File: config.mk
export PLATFORM = sky130hd
export DESIGN_NAME = pipe_skid
export DESIGN_NICKNAME = d
export VERILOG_FILES = /design/src/rtl/pipe_skid.sv
export SDC_FILE = /design/constraint.sdc
export NUM_CORES = 1
export LEC_CHECK = 0
export ABC_AREA = 1
export CORE_MARGIN = 1.5
export CORE_UTILIZATION = 35
export CTS_BUF_LIST = sky130_fd_sc_hd__clkbuf_16
export CTS_CLUSTER_SIZE = 16
export DETAILED_ROUTE_END_ITERATION = 12
export SLEW_MARGIN = 20
export SYNTH_ARGS = -nofsm -noshare
export SYNTH_HDL_FRONTEND = slang
export SYNTH_SLANG_ARGS = --single-unit
File: constraint.sdc
create_clock -name clk -period 10.55 [get_ports clk]
set_clock_uncertainty 0.1 [all_clocks]
set_input_delay 2.6375 -clock clk [delete_from_list [all_inputs] [get_ports clk]]
set_output_delay 2.6375 -clock clk [all_outputs]
set_load 0.02 [all_outputs]
File: src/rtl/pipe_skid.sv
// Elastic valid/ready pipeline stage: DEPTH-entry circular buffer, registered upstream ready, sync flush.
// Optional macro PIPE_SKID_LEVEL_EN adds the `level` occupancy port and protocol assertions.
module pipe_skid #(
   parameter int DATA_WIDTH = 32,
   parameter int DEPTH      = 2
) (
   input  logic                  clk,
   input  logic                  rst,
   input  logic                  flush,
   input  logic                  pin_valid,
   input  logic [DATA_WIDTH-1:0] pin_data,
   output logic                  pin_ready,
   output logic                  pout_valid,
   output logic [DATA_WIDTH-1:0] pout_data,
   input  logic                  pout_ready
`ifdef PIPE_SKID_LEVEL_EN
   ,
   output logic [$clog2(DEPTH+1)-1:0] level
`endif
);

   localparam int PW = $clog2(DEPTH);
   localparam int CW = $clog2(DEPTH+1);
   localparam logic [CW-1:0] DEPTH_C  = CW'(DEPTH);
   localparam logic [CW-1:0] CNT_ONE  = CW'(1);
   localparam logic [PW-1:0] PTR_LAST = PW'(DEPTH-1);
   localparam logic [PW-1:0] PTR_ONE  = PW'(1);

   logic [DATA_WIDTH-1:0] mem_q [DEPTH];
   logic [PW-1:0]         wr_ptr_q, wr_ptr_d;
   logic [PW-1:0]         rd_ptr_q, rd_ptr_d;
   logic [CW-1:0]         count_q, count_d;
   logic                  pin_ready_q, pin_ready_d;
   logic                  push, pop;

   // Flush squashes both directions, so a concurrent payload never lands in storage.
   assign push = pin_valid & pin_ready_q & ~flush;
   assign pop  = pout_valid & pout_ready & ~flush;

   always_comb begin
      wr_ptr_d = wr_ptr_q;
      rd_ptr_d = rd_ptr_q;
      count_d  = count_q;
      if (flush) begin
         wr_ptr_d = '0;
         rd_ptr_d = '0;
         count_d  = '0;
      end else begin
         if (push) wr_ptr_d = (wr_ptr_q == PTR_LAST) ? '0 : wr_ptr_q + PTR_ONE;
         if (pop)  rd_ptr_d = (rd_ptr_q == PTR_LAST) ? '0 : rd_ptr_q + PTR_ONE;
         if (push && !pop)      count_d = count_q + CNT_ONE;
         else if (pop && !push) count_d = count_q - CNT_ONE;
      end
      // Ready is the next-state fullness, held in its own flop so it never sees pout_ready combinationally.
      pin_ready_d = (count_d != DEPTH_C);
   end

   always_ff @(posedge clk or posedge rst) begin
      if (rst) begin
         wr_ptr_q    <= '0;
         rd_ptr_q    <= '0;
         count_q     <= '0;
         pin_ready_q <= 1'b1;
      end else begin
         wr_ptr_q    <= wr_ptr_d;
         rd_ptr_q    <= rd_ptr_d;
         count_q     <= count_d;
         pin_ready_q <= pin_ready_d;
      end
   end

   always_ff @(posedge clk) begin
      if (push) mem_q[wr_ptr_q] <= pin_data;
   end

   always_comb begin
      pin_ready  = pin_ready_q;
      pout_valid = (count_q != '0);
      pout_data  = pout_valid ? mem_q[rd_ptr_q] : '0;
   end

`ifdef PIPE_SKID_LEVEL_EN
   assign level = count_q;

   a_no_push_full: assert property (@(posedge clk) disable iff (rst)
      !(push && count_q == DEPTH_C));
   a_count_bound: assert property (@(posedge clk) disable iff (rst)
      count_q <= DEPTH_C);
   a_out_stable: assert property (@(posedge clk) disable iff (rst)
      (pout_valid && !pout_ready && !flush) |=> $stable(pout_data));
`endif

endmodule

### M1 wires

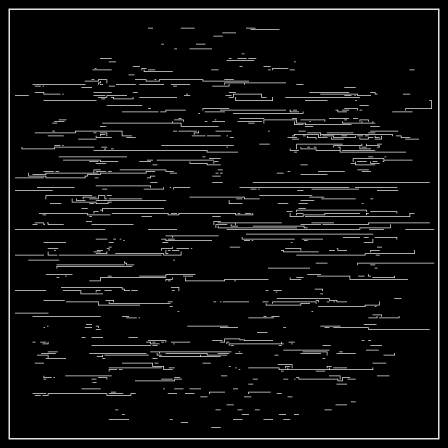
main direction: horizontal
wire length on this layer: 2390 um
longest straight run: 37.3 um
nets with wire on the layer: 276
share of all routed wire: 45%
met1 usage: 17.84%
Total Wirelength: 5351 um

### M2 wires

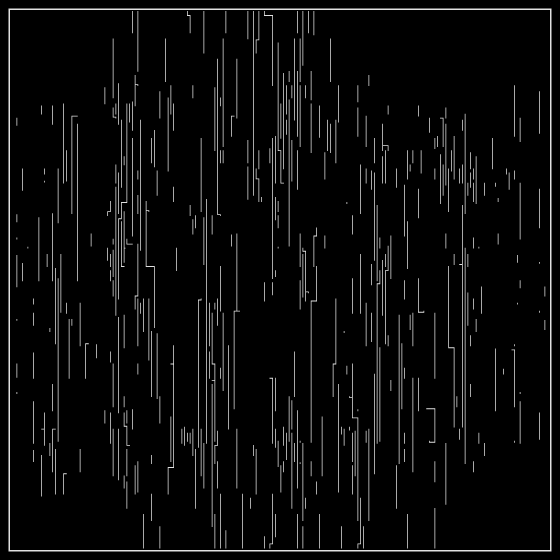
wire length on this layer: 2520 um
nets with wire on the layer: 258
share of all routed wire: 47%

### Met3 routing

The bar under the picture is 20 um long. Cells faint in the background.
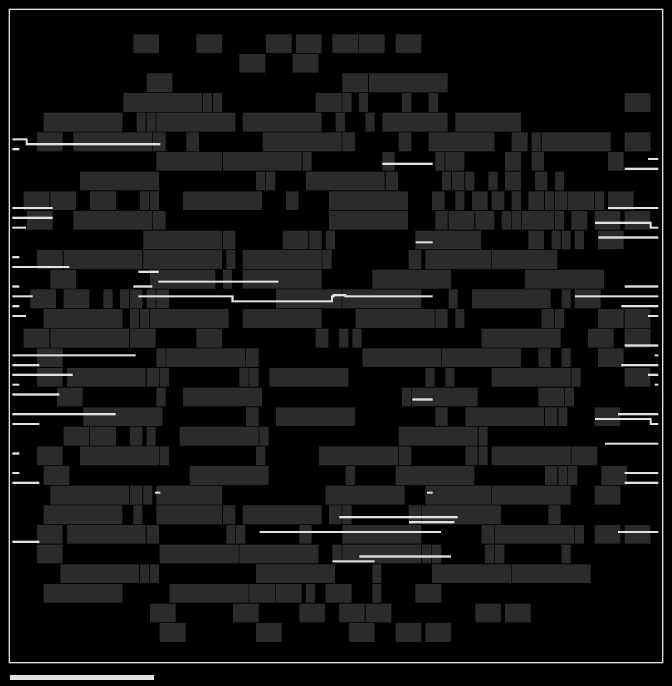
share of all routed wire: 6.5%
longest straight run: 24.8 um
main direction: horizontal
wire length on this layer: 346 um
M3 GR Usage: 3.956%
Vias: 1770

### The metal 4 layer

The bar under the picture is 20 um long.
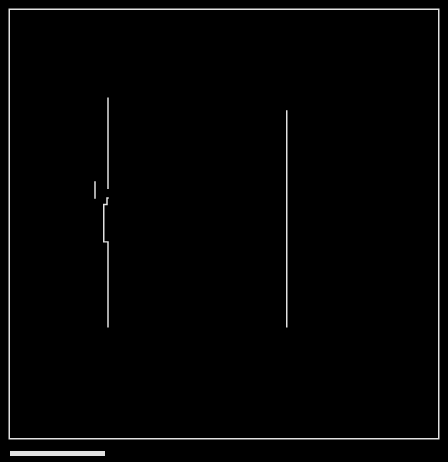
share of all routed wire: 1.8%
main direction: vertical
wire length on this layer: 97.0 um

==> impl_metrics.csv <==
group,metric,value,unit
grt,overflow,0,
floorplanning,num_rows,31,
critical_path,path_buffers,2,
yosys,yosys_cells,209,
floorplanning,die_y,90.34,um
grt,grt_pass1_wl,8597,um
timing,worst-slew-pin-transition,0.9578,ns
critical_path,critPathMostFrequentCell,"nor2_1",
routing,drt_iter0_drc,66,
yosys,largest_area_cell,"edfxtp_1",
yosys,async_flop_share,7.246,%
yosys,fp_nets,247,
power_and_ir_drop,p_clk,249,uW
yosys,synth_cell_types,17,
routing,top_layer,"met4",
run,max-cap-violations,0,
floorplanning,coreArea,7331,um2
yosys,edf_count,64,
timing,hold_viol_final,0,
clocking,cts_sinks,69,
critical_path,cp_slowest_cell,"dfrtp_1",
power_and_ir_drop,sw_frac_of_total,24.79,%
routing,drc,0,
power_and_ir_drop,combPwrFrac,17.5,%
critical_path,crit_chain,"inv_2, nor2_1, nor2_1, clkdlybuf4s50_1",
clocking,ctsResizeCount,0,
clocking,numCtsBuffers,9,
yosys,synth_area,2670,um2
yosys,syn-mean-instance-area,12.78,um2
timing,relSlewSlack,36.15,%
outcome,status,"finished, final reports clean",
routing,via_per_inst,4.597,
critical_path,worstPathRequired,7.81,ns
floorplanning,fp-utilization,36.42,%
yosys,syn_inst,209,
finish,lay_top_count,"clkdlybuf4s50_1",
routing,dr_wl_met3,345,um
finish,final_cell_mix,"clkdlybuf4s50_1, nor2_1, edfxtp_1",
critical_path,crit_type,"reg -> out",
grt,grt_pass1_vias,1774,
power_and_ir_drop,power-top-group,"registers",
power_and_ir_drop,peakVddDrop,124.0,uV
power_and_ir_drop,p_int,519.9,uW
grt,use_met2,21.84,%
grt,antenna_found_initial,0,
timing,finalCritPeriodShare,51.18,%
routing,wl_met2,2521,um
finish,area_growth,39.18,%
clocking,cts_root_buffer,"clkbuf_16",
power_and_ir_drop,leakagePower,1.356,nW
placed_design,dpl.cell_count,371,
finish,drive_gt1_share,9.091,%
clocking,clock_latency,0.32,ns
timing,setup_viol,0,
yosys,ys_area,2670,um2
yosys,most_common_cell,"nor2_1",
yosys,yosys-top-cells-count,"nor2_1, edfxtp_1, o21ai_0",
critical_path,crit_path_end_kind,"output pin",
critical_path,cp_top_family,"buffers and inverters",
critical_path,cp_max_fo,34,
critical_path,cp_data_arrival_time,2.66,ns
clocking,cts_tree,"done",
clocking,htreeDepth,3,
clocking,clkTransAtPathRegs,0.05,ns
routing,antenna_left,0,
finish,fin_nets,321,
grt,grt_max_degree,35,
clocking,cts_hold_buf,0,
yosys,topCellsByArea,"edfxtp_1, nor2_1, o21ai_0",
timing,tns,0,ns
floorplanning,pin_count,71,
power_and_ir_drop,powerDensity,186.0,nW/um2
yosys,ys_seq_share,76.71,%
timing,rsz0062_at_grt,"no",
run,warnings,26,
routing,wl_per_cell,13.90,um
power_and_ir_drop,p_switching,171.4,uW
clocking,cts_setup_buffers,0,
power_and_ir_drop,p_clk_share,36.0,%
clocking,clock_path_buffers,2,
placed_design,hpwlAfterDp,3261,um
grt,grt-busiest-layer,"met2",
power_and_ir_drop,p_seq,321,uW
finish,diodes,0,
min_path,hp-class,"reg -> reg",
critical_path,startpoint_type,"flop",
placed_design,place.port_buffers,70,
grt,gr-usage-all-layers,13.96,%
yosys,synth-main-ff-cell,"edfxtp_1",
floorplanning,die_x,90.34,um
yosys,top_cell_area_share,71.98,%
timing,fmax,0.1852,GHz
timing,fin_crit,5.399,ns
timing,slew_violations,0,
routing,wl_met1,2387,um
yosys,yosysWarnings,0,
critical_path,critPathMaxStageDelay,0.73,ns
floorplanning,die-area,8161,um2
power_and_ir_drop,seq_power_share,46.4,%
routing,dr.pass1.iters,4,
placed_design,gp_congestion,0.8146,
power_and_ir_drop,comb_cell_power,121,uW
finish,final_cells,385,
yosys,synth-seq-cells,69,
==> worst register-to-register path, delay by kind of cell (launching register included) <==
family / cells / cell delay, ns
buffers and inverters: 1 / 0.54
AND-OR/OR-AND: 2 / 0.36
flip-flops: 1 / 0.96
==> metrics by stage <==
step                instance area [um2]  power (mW)  utilization [%]  setup WS [ns]  hold WS (ns)
detailed placement                 3470      0.4495            47.33          5.428        0.4017
global route                       3716      0.7227            50.69          4.872        0.4368
CTS                                3716      0.6985            50.69          5.069        0.4148
floorplan                          2670      0.3874                -          5.066        0.3753
global placement                   3470      0.4485            47.33          5.409        0.3895
finish                             3716      0.6912            50.69          5.151        0.4119
==> cell type report <==
type,count,area [um2]
fillers,640,3615
flip-flops and latches,69,2048
repair buffers,72,715.7
multi-input cells,121,544.3
clock buffers,9,225.2
well taps,99,123.9
inverters,10,37.54
clock inverters,5,21.27
==> worst paths after layout <==
path                            startpoint            end  slack, ns  depth (start not counted)
worst max-delay path              rd_ptr_q  pout_data[14]       5.15                          4
worst min-delay path              wr_ptr_q       wr_ptr_q       0.41                          2
worst max register to register    rd_ptr_q       rd_ptr_q       8.44                          3
worst min register to register    wr_ptr_q       wr_ptr_q       0.41                          2
max in group asynchronous              rst      pin_ready       7.68                          2
min in group asynchronous              rst       wr_ptr_q       2.43                          2
==> sequential cells by signal, summed over array words and instances, names as in the netlist <==
signal and count:
pin_ready 1, mem_q 64, wr_ptr_q 1, count_q 2, rd_ptr_q 1
==> kinds of logic after synthesis <==
group	count (synthesis)	share of synthesized area, %
flops	69	76.71
buf+inv	19	3.093
fa+ha+maj	1	0.4685
compound gates	34	6.373
simple gates	86	13.35
Power is estimated from default activity; no workload was simulated.
